Ports around the boundary:
(3 px per um) Pins as bars across the die edge, other pins in gray.
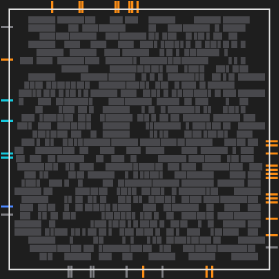
Nets reached from selected ports:
(4 px per um)
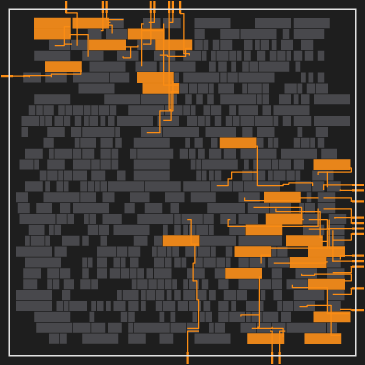
[src/rtl/config_pkg.sv]
`default_nettype none
// ============================================================================
// config_pkg -- shared FSM encoding, command-word fields and table markers
//               for the power-up register configuration sequencer.
// Revision: 1.0
// ============================================================================
package config_pkg;

  typedef enum logic [2:0] {
    ST_IDLE  = 3'd0,
    ST_FETCH = 3'd1,
    ST_ISSUE = 3'd2,
    ST_WAIT  = 3'd3,
    ST_DELAY = 3'd4,
    ST_DONE  = 3'd5,
    ST_ERROR = 3'd6
  } state_t;

  // Command word layout: {device, register, value}
  localparam int DEV_MSB = 23;
  localparam int DEV_LSB = 16;
  localparam int REG_MSB = 15;
  localparam int REG_LSB = 8;
  localparam int VAL_MSB = 7;
  localparam int VAL_LSB = 0;

  localparam logic [7:0] END_MARKER   = 8'h00;
  localparam logic [7:0] DELAY_MARKER = 8'hFE;

endpackage

`default_nettype wire

[src/rtl/config_rom.sv]
`default_nettype none
// ============================================================================
// config_rom -- command table with registered read port. TABLE_SEL=0 holds
//               the ADV7513 bring-up table; TABLE_SEL=1 is a bring-up table
//               exercising delay entries and a full table without END.
// Revision: 1.0
// ============================================================================
module config_rom
  import config_pkg::*;
#(
  parameter int DATA_WIDTH = 24,
  parameter int ADDR_WIDTH = 4,
  parameter int TABLE_SEL  = 0
) (
  input  logic                  clock,
  input  logic                  resetN,
  input  logic [ADDR_WIDTH-1:0] addr,
  output logic [DATA_WIDTH-1:0] data
);

  int unsigned idx;
  logic [23:0] word;

  always_comb begin
    idx  = 32'(addr);
    word = {END_MARKER, 16'h0000};
    if (TABLE_SEL == 0) begin
      case (idx)
        0:       word = 24'h724110;
        1:       word = 24'h729803;
        2:       word = 24'h729AE0;
        3:       word = 24'h729C30;
        4:       word = 24'h729D61;
        5:       word = 24'h72A2A4;
        6:       word = 24'h72A3A4;
        7:       word = 24'h72E0D0;
        8:       word = 24'h72F900;
        9:       word = 24'h7215F0;
        10:      word = 24'h721610;
        11:      word = 24'h721702;
        12:      word = 24'h721846;
        13:      word = 24'h72AF06;
        default: word = {END_MARKER, 16'h0000};
      endcase
    end else begin
      case (idx)
        0:       word = 24'h720102;
        1:       word = {DELAY_MARKER, 16'h0010};
        2:       word = 24'h720304;
        3:       word = {DELAY_MARKER, 16'h0000};
        default: if (idx < 16) word = {8'h72, idx[7:0], 8'(idx * 3)};
      endcase
    end
  end

  always_ff @(posedge clock or negedge resetN) begin
    if (!resetN) data <= '0;
    else         data <= DATA_WIDTH'(word);
  end

endmodule

`default_nettype wire

[src/rtl/config_sequencer.sv]
`default_nettype none
// ============================================================================
// config_sequencer -- walks a ROM of I2C register writes after start, with
//                     per-entry NACK retry, inline delays and restart support.
// Revision: 1.0
// ============================================================================
module config_sequencer
  import config_pkg::*;
#(
  parameter int DATA_WIDTH  = 24,
  parameter int ADDR_WIDTH  = 4,
  parameter int MAX_RETRIES = 3,
  parameter int TABLE_SEL   = 0
) (
  input  logic                  clock,
  input  logic                  resetN,
  input  logic                  start,
  output logic                  cmdValid,
  input  logic                  cmdReady,
  output logic [DATA_WIDTH-1:0] cmdData,
  input  logic                  i2cDone,
  input  logic                  i2cAckError,
  output logic                  busy,
  output logic                  configDone,
  output logic                  configError,
  output logic [ADDR_WIDTH-1:0] entryIndex
);

  localparam int RETRY_W = (MAX_RETRIES < 1) ? 1 : $clog2(MAX_RETRIES + 1);
  localparam logic [RETRY_W-1:0]    RETRY_MAX  = RETRY_W'(MAX_RETRIES);
  localparam logic [ADDR_WIDTH-1:0] LAST_INDEX = '1;

  state_t                  state;
  logic                    rom_ready;
  logic                    start_pending;
  logic                    restart_now;
  logic [RETRY_W-1:0]      retry_cnt;
  logic [15:0]             delay_cnt;
  logic [DATA_WIDTH-1:0]   rom_data;
  logic [7:0]              rom_dev;

  config_rom #(
    .DATA_WIDTH (DATA_WIDTH),
    .ADDR_WIDTH (ADDR_WIDTH),
    .TABLE_SEL  (TABLE_SEL)
  ) u_rom (
    .clock  (clock),
    .resetN (resetN),
    .addr   (entryIndex),
    .data   (rom_data)
  );

  assign rom_dev = rom_data[DEV_MSB:DEV_LSB];

  // A start seen while a transaction is on the bus waits for its completion.
  always_comb begin
    restart_now = 1'b0;
    case (state)
      ST_WAIT:  restart_now = i2cDone && (start || start_pending);
      ST_ISSUE: restart_now = start && !cmdReady;
      default:  restart_now = start;
    endcase
  end

  always_ff @(posedge clock or negedge resetN) begin
    if (!resetN) begin
      state         <= ST_IDLE;
      cmdValid      <= 1'b0;
      cmdData       <= '0;
      busy          <= 1'b0;
      configDone    <= 1'b0;
      configError   <= 1'b0;
      entryIndex    <= '0;
      retry_cnt     <= '0;
      delay_cnt     <= '0;
      start_pending <= 1'b0;
      rom_ready     <= 1'b0;
    end else if (restart_now) begin
      state         <= ST_FETCH;
      cmdValid      <= 1'b0;
      busy          <= 1'b1;
      configDone    <= 1'b0;
      configError   <= 1'b0;
      entryIndex    <= '0;
      retry_cnt     <= '0;
      start_pending <= 1'b0;
      rom_ready     <= 1'b0;
    end else begin
      case (state)
        ST_FETCH: begin
          // First cycle lets the registered ROM catch up with entryIndex.
          if (!rom_ready) begin
            rom_ready <= 1'b1;
          end else begin
            rom_ready <= 1'b0;
            if (rom_dev == END_MARKER) begin
              state      <= ST_DONE;
              busy       <= 1'b0;
              configDone <= 1'b1;
            end else if (rom_dev == DELAY_MARKER) begin
              state     <= ST_DELAY;
              delay_cnt <= rom_data[REG_MSB:VAL_LSB];
            end else begin
              state    <= ST_ISSUE;
              cmdValid <= 1'b1;
              cmdData  <= rom_data;
            end
          end
        end
        ST_ISSUE: begin
          if (cmdReady) begin
            cmdValid      <= 1'b0;
            state         <= ST_WAIT;
            start_pending <= start;
          end
        end
        ST_WAIT: begin
          if (start) start_pending <= 1'b1;
          if (i2cDone) begin
            if (!i2cAckError) begin
              if (entryIndex == LAST_INDEX) begin
                state      <= ST_DONE;
                busy       <= 1'b0;
                configDone <= 1'b1;
              end else begin
                entryIndex <= entryIndex + 1'b1;
                retry_cnt  <= '0;
                state      <= ST_FETCH;
              end
            end else if (retry_cnt < RETRY_MAX) begin
              retry_cnt <= retry_cnt + 1'b1;
              state     <= ST_ISSUE;
              cmdValid  <= 1'b1;
            end else begin
              state       <= ST_ERROR;
              busy        <= 1'b0;
              configError <= 1'b1;
            end
          end
        end
        ST_DELAY: begin
          if (delay_cnt <= 16'd1) begin
            if (entryIndex == LAST_INDEX) begin
              state      <= ST_DONE;
              busy       <= 1'b0;
              configDone <= 1'b1;
            end else begin
              entryIndex <= entryIndex + 1'b1;
              retry_cnt  <= '0;
              state      <= ST_FETCH;
            end
          end else begin
            delay_cnt <= delay_cnt - 16'd1;
          end
        end
        default: ;
      endcase
    end
  end

endmodule

`default_nettype wire

[config.mk]
export PLATFORM = sky130hd
export DESIGN_NAME = config_sequencer
export DESIGN_NICKNAME = d
export VERILOG_FILES = /design/src/rtl/config_pkg.sv /design/src/rtl/config_rom.sv /design/src/rtl/config_sequencer.sv
export SDC_FILE = /design/constraint.sdc
export NUM_CORES = 1
export LEC_CHECK = 0
export CORE_MARGIN = 1
export CORE_UTILIZATION = 58
export CTS_CLUSTER_SIZE = 10
export DETAILED_ROUTE_END_ITERATION = 10
export GPL_TIMING_DRIVEN = 0
export PLACE_DENSITY_LB_ADDON = 0.05
export SLEW_MARGIN = 25
export SYNTH_ARGS = -nofsm -noshare
export SYNTH_HDL_FRONTEND = slang
export SYNTH_HIERARCHICAL = 1
export SYNTH_SLANG_ARGS = --single-unit
[constraint.sdc]
create_clock -name clock -period 2.2 [get_ports clock]
set_input_delay 0.66 -clock clock [delete_from_list [all_inputs] [get_ports clock]]
set_output_delay 0.66 -clock clock [all_outputs]
set_load 0.05 [all_outputs]
==> out/metrics.json <==
{
  "outcome": {
    "outcome": "finished clean"
  },
  "finish": {
    "multiInputCombCellCount": 287,
    "comb_area_mm2": 0.00211,
    "stdcell_count": 562,
    "drive_gt1_frac": 0.202,
    "design.seq.count": 71,
    "top_regs": "cmdData: 24 flops, delay_cnt: 16 flops, u_rom/data: 16 flops",
    "clk_buffers": 9,
    "nNonClkInverters": 17,
    "area.share.sequential": 0.359,
    "bufAreaShareNonClock": 0.137,
    "areaGrowthSynthToFinish_pct": 20.3,
    "max_ffs_per_register": 24,
    "final_area_mm2": 0.00495,
    "diodes": 0,
    "layout_top_cells": "dfrtp_1, a21oi_1, nor2_1, mux2_4, dlymetal6s2s_1",
    "largest-register": "cmdData",
    "lay_top_count": "dfrtp_1",
    "cell_kind_with_the_greatest_summed_area": "combinational gates",
    "clockNetworkAreaShare": 0.0399,
    "num-nonclk-buffers": 75,
    "num-fill-cells": 534,
    "comb_area_frac": 0.427,
    "design.final.nets": 478,
    "area.sequential_mm2": 0.00178,
    "fin_util": 0.725
  },
  "final_timing": {
    "final_period_minus_worst_setup_slack_ns": 2.17,
    "totalNegativeSetupSlack_ns": 0,
    "period_used_share": 0.985,
    "hold_ws_ns": 0.181,
    "slew_viols_final": 0,
    "fmax_mhz": 461,
    "timing.final.setup_violations": 0,
    "final-hold-violation-count": 0,
    "worst-slew-pin-transition_ns": 0.526,
    "maxSlewHeadroom": 0.649,
    "layout_setup_ws_ns": 0.0330,
    "worst_clock_skew_ns": 0.0111
  },
  "synthesis": {
    "synth_area_leader_cell": "dfrtp_1",
    "enable_flop_cells": 0,
    "yosysSeqAreaShare": 0.432,
    "async_s_r_ff_share_synth": 1.00,
    "synth_xor_xnor_area_share": 0.00638,
    "ys_warn_count": 25,
    "top_logic_kind": "AND-OR/OR-AND gates",
    "postSynthCellCount": 406,
    "synth_simple_gate_area_share": 0.163,
    "netlist_area_mm2": 0.00412,
    "ys_sh_adder": 0.0334,
    "postSynthAreaPerCell_um2": 10.1,
    "synth-main-ff-cell": "dfrtp_1",
    "netlist_top_cells_area": "dfrtp_1, mux2_4, a21oi_1",
    "yosys.area.top_type_share": 0.432,
    "synth.yosys.chip_area_mm2": 0.00412,
    "ys_ff": 71,
    "compound_area_frac": 0.191,
    "ys_types": 68,
    "yosys-stat-cells": 406,
    "muxShareOfSynthArea": 0.102
  },
  "clocking": {
    "clkSlewWorstSetupHoldPaths_ns": 0.08,
    "cts.hold.buffers_added": 0,
    "clock_latency_ns": 0.35,
    "post_cts_resized": 10,
    "cts_tree": "built",
    "clock_buffer_count_from_cts": 9,
    "cts_setup_buffers": 1,
    "clock_tree.root_cell": "clkbuf_8",
    "cts_htree_levels": 3,
    "cts.sinks": 71,
    "cts.path.max_buffers": 2
  },
  "floorplanning": {
    "floorplan.io_pins": 38,
    "die_width_um": 86.2,
    "floorplan.core_util": 0.603,
    "floorplan.tapcells": 96,
    "die_outline_area_mm2": 0.00744,
    "fp.coreArea_mm2": 0.00683,
    "placementRows": 30,
    "chipHeight_um": 86.2
  },
  "placement": {
    "postPlaceCellArea_mm2": 0.00464,
    "final_hpwl_from_detailed_placement_mm": 6.53,
    "post-place-cells": 543,
    "port_bufs": 36,
    "gp_congestion": 0.886,
    "dp_slack_ns": -0.426
  },
  "route": {
    "dr_wl_met2_mm": 4.24,
    "drt_drc_violations_left": 0,
    "wl_met3_um": 542,
    "top_layer_in_use": "met4",
    "met1Wirelength_mm": 4.53,
    "antenna_violating_nets_left": 0,
    "avgViaCountPerCell": 5.88,
    "detail_route.wirelength_mm": 9.46,
    "routedWlPerCell_um": 16.8,
    "drt_pass1_iterations": 5,
    "initialDrtViolationCount": 294,
    "dr_total_vias": 3302
  },
  "setup_path": {
    "arrival_ns": 1.51,
    "worst-r2r-cell-count": 8,
    "crit_path_max_fanout": 2,
    "path_depth": 1,
    "crit_path_start_kind": "flip-flop",
    "worstReg2RegStart": "u_rom/data[17]",
    "rrSetupSlack_ns": 0.07,
    "critical_path_class": "reg2out",
    "cp_slowest_cell": "clkdlybuf4s50_1",
    "critical_path_buf_inv_count": 1,
    "largest_stage_delay_on_the_critical_path_ns": 0.80,
    "endpoint": "cmdData[2]",
    "cp-end-kind": "primary output",
    "worst_r2r_endpoint": "cmdData[7]",
    "timing.critical_path.from": "cmdData[2]",
    "worst-endpoint-required_ns": 1.54,
    "crit_family": "buffers and inverters",
    "cells_traversed_along_the_worst_timing_path": "clkdlybuf4s50_1"
  },
  "pwr": {
    "worst_ir_drop_vdd_v": 0.000720,
    "total_power_mw": 6.82,
    "power_density_mw_per_mm2": 1380,
    "total_leakage_power_nw": 2.31
  },
  "job": {
    "warnings": 33,
    "cap_viol_max_count": 0
  },
  "global_route": {
    "grt.overflow.total": 0,
    "grt_util_met2": 0.389,
    "grt_busiest_layer": "met1",
    "wire_length_of_the_first_global_routing_pass_mm": 15.2,
    "first_global_vias": 3062,
    "gr-usage-met3": 0.0352,
    "antenna_violations_before_repair": 0,
    "grt_max_degree": 55,
    "grt_usage": 0.266,
    "grt_use_met1": 0.401
  },
  "hold_path": {
    "timing.hold.worst.class": "in2async"
  }
}
About 'ports around the boundary':
| color | port | pins | direction | edge |
|---|---|---|---|---|
| cyan | `entryIndex` | 4 | output | west |
| blue | `configDone` | 1 | output | west |
| orange | `cmdData` | 24 | output | 12 east, 8 north, 3 south, 1 west |

About 'nets reached from selected ports':
| color | port | bits | direction | end cells | buffers | wire |
|---|---|---|---|---|---|---|
| orange | `cmdData` | 24 | output | 24 | 24 | 632 um |

[power breakdown]
part           internal (mW)  switching [mW]  leakage, nW
Clock                  0.522           0.506       0.0875
Combinational           1.38            2.05         1.35
Sequential              1.84           0.510        0.873
[Yosys cell counts (all sizes together), types with 2 or more instances]
master	count
dfrtp	71
a21oi	38
nor2	36
buf	27
mux2	25
o21ai	20
inv	17
nand2	17
nor4	12
ha	11
nor3	11
a211oi	8
a31oi	8
clkbuf	8
o22ai	7
nand3	6
nand2b	5
nor3b	5
o22a	5
o31ai	5
a22o	4
and2	4
mux2i	4
nand3b	4
o211ai	4
o21a	4
o2bb2ai	4
or4	4
nand4b	3
or3	3
a211o	2
a21boi	2
nand4	2
o2111a	2
or2	2
or3b	2
xor2	2
Power is estimated from default activity; no workload was simulated.
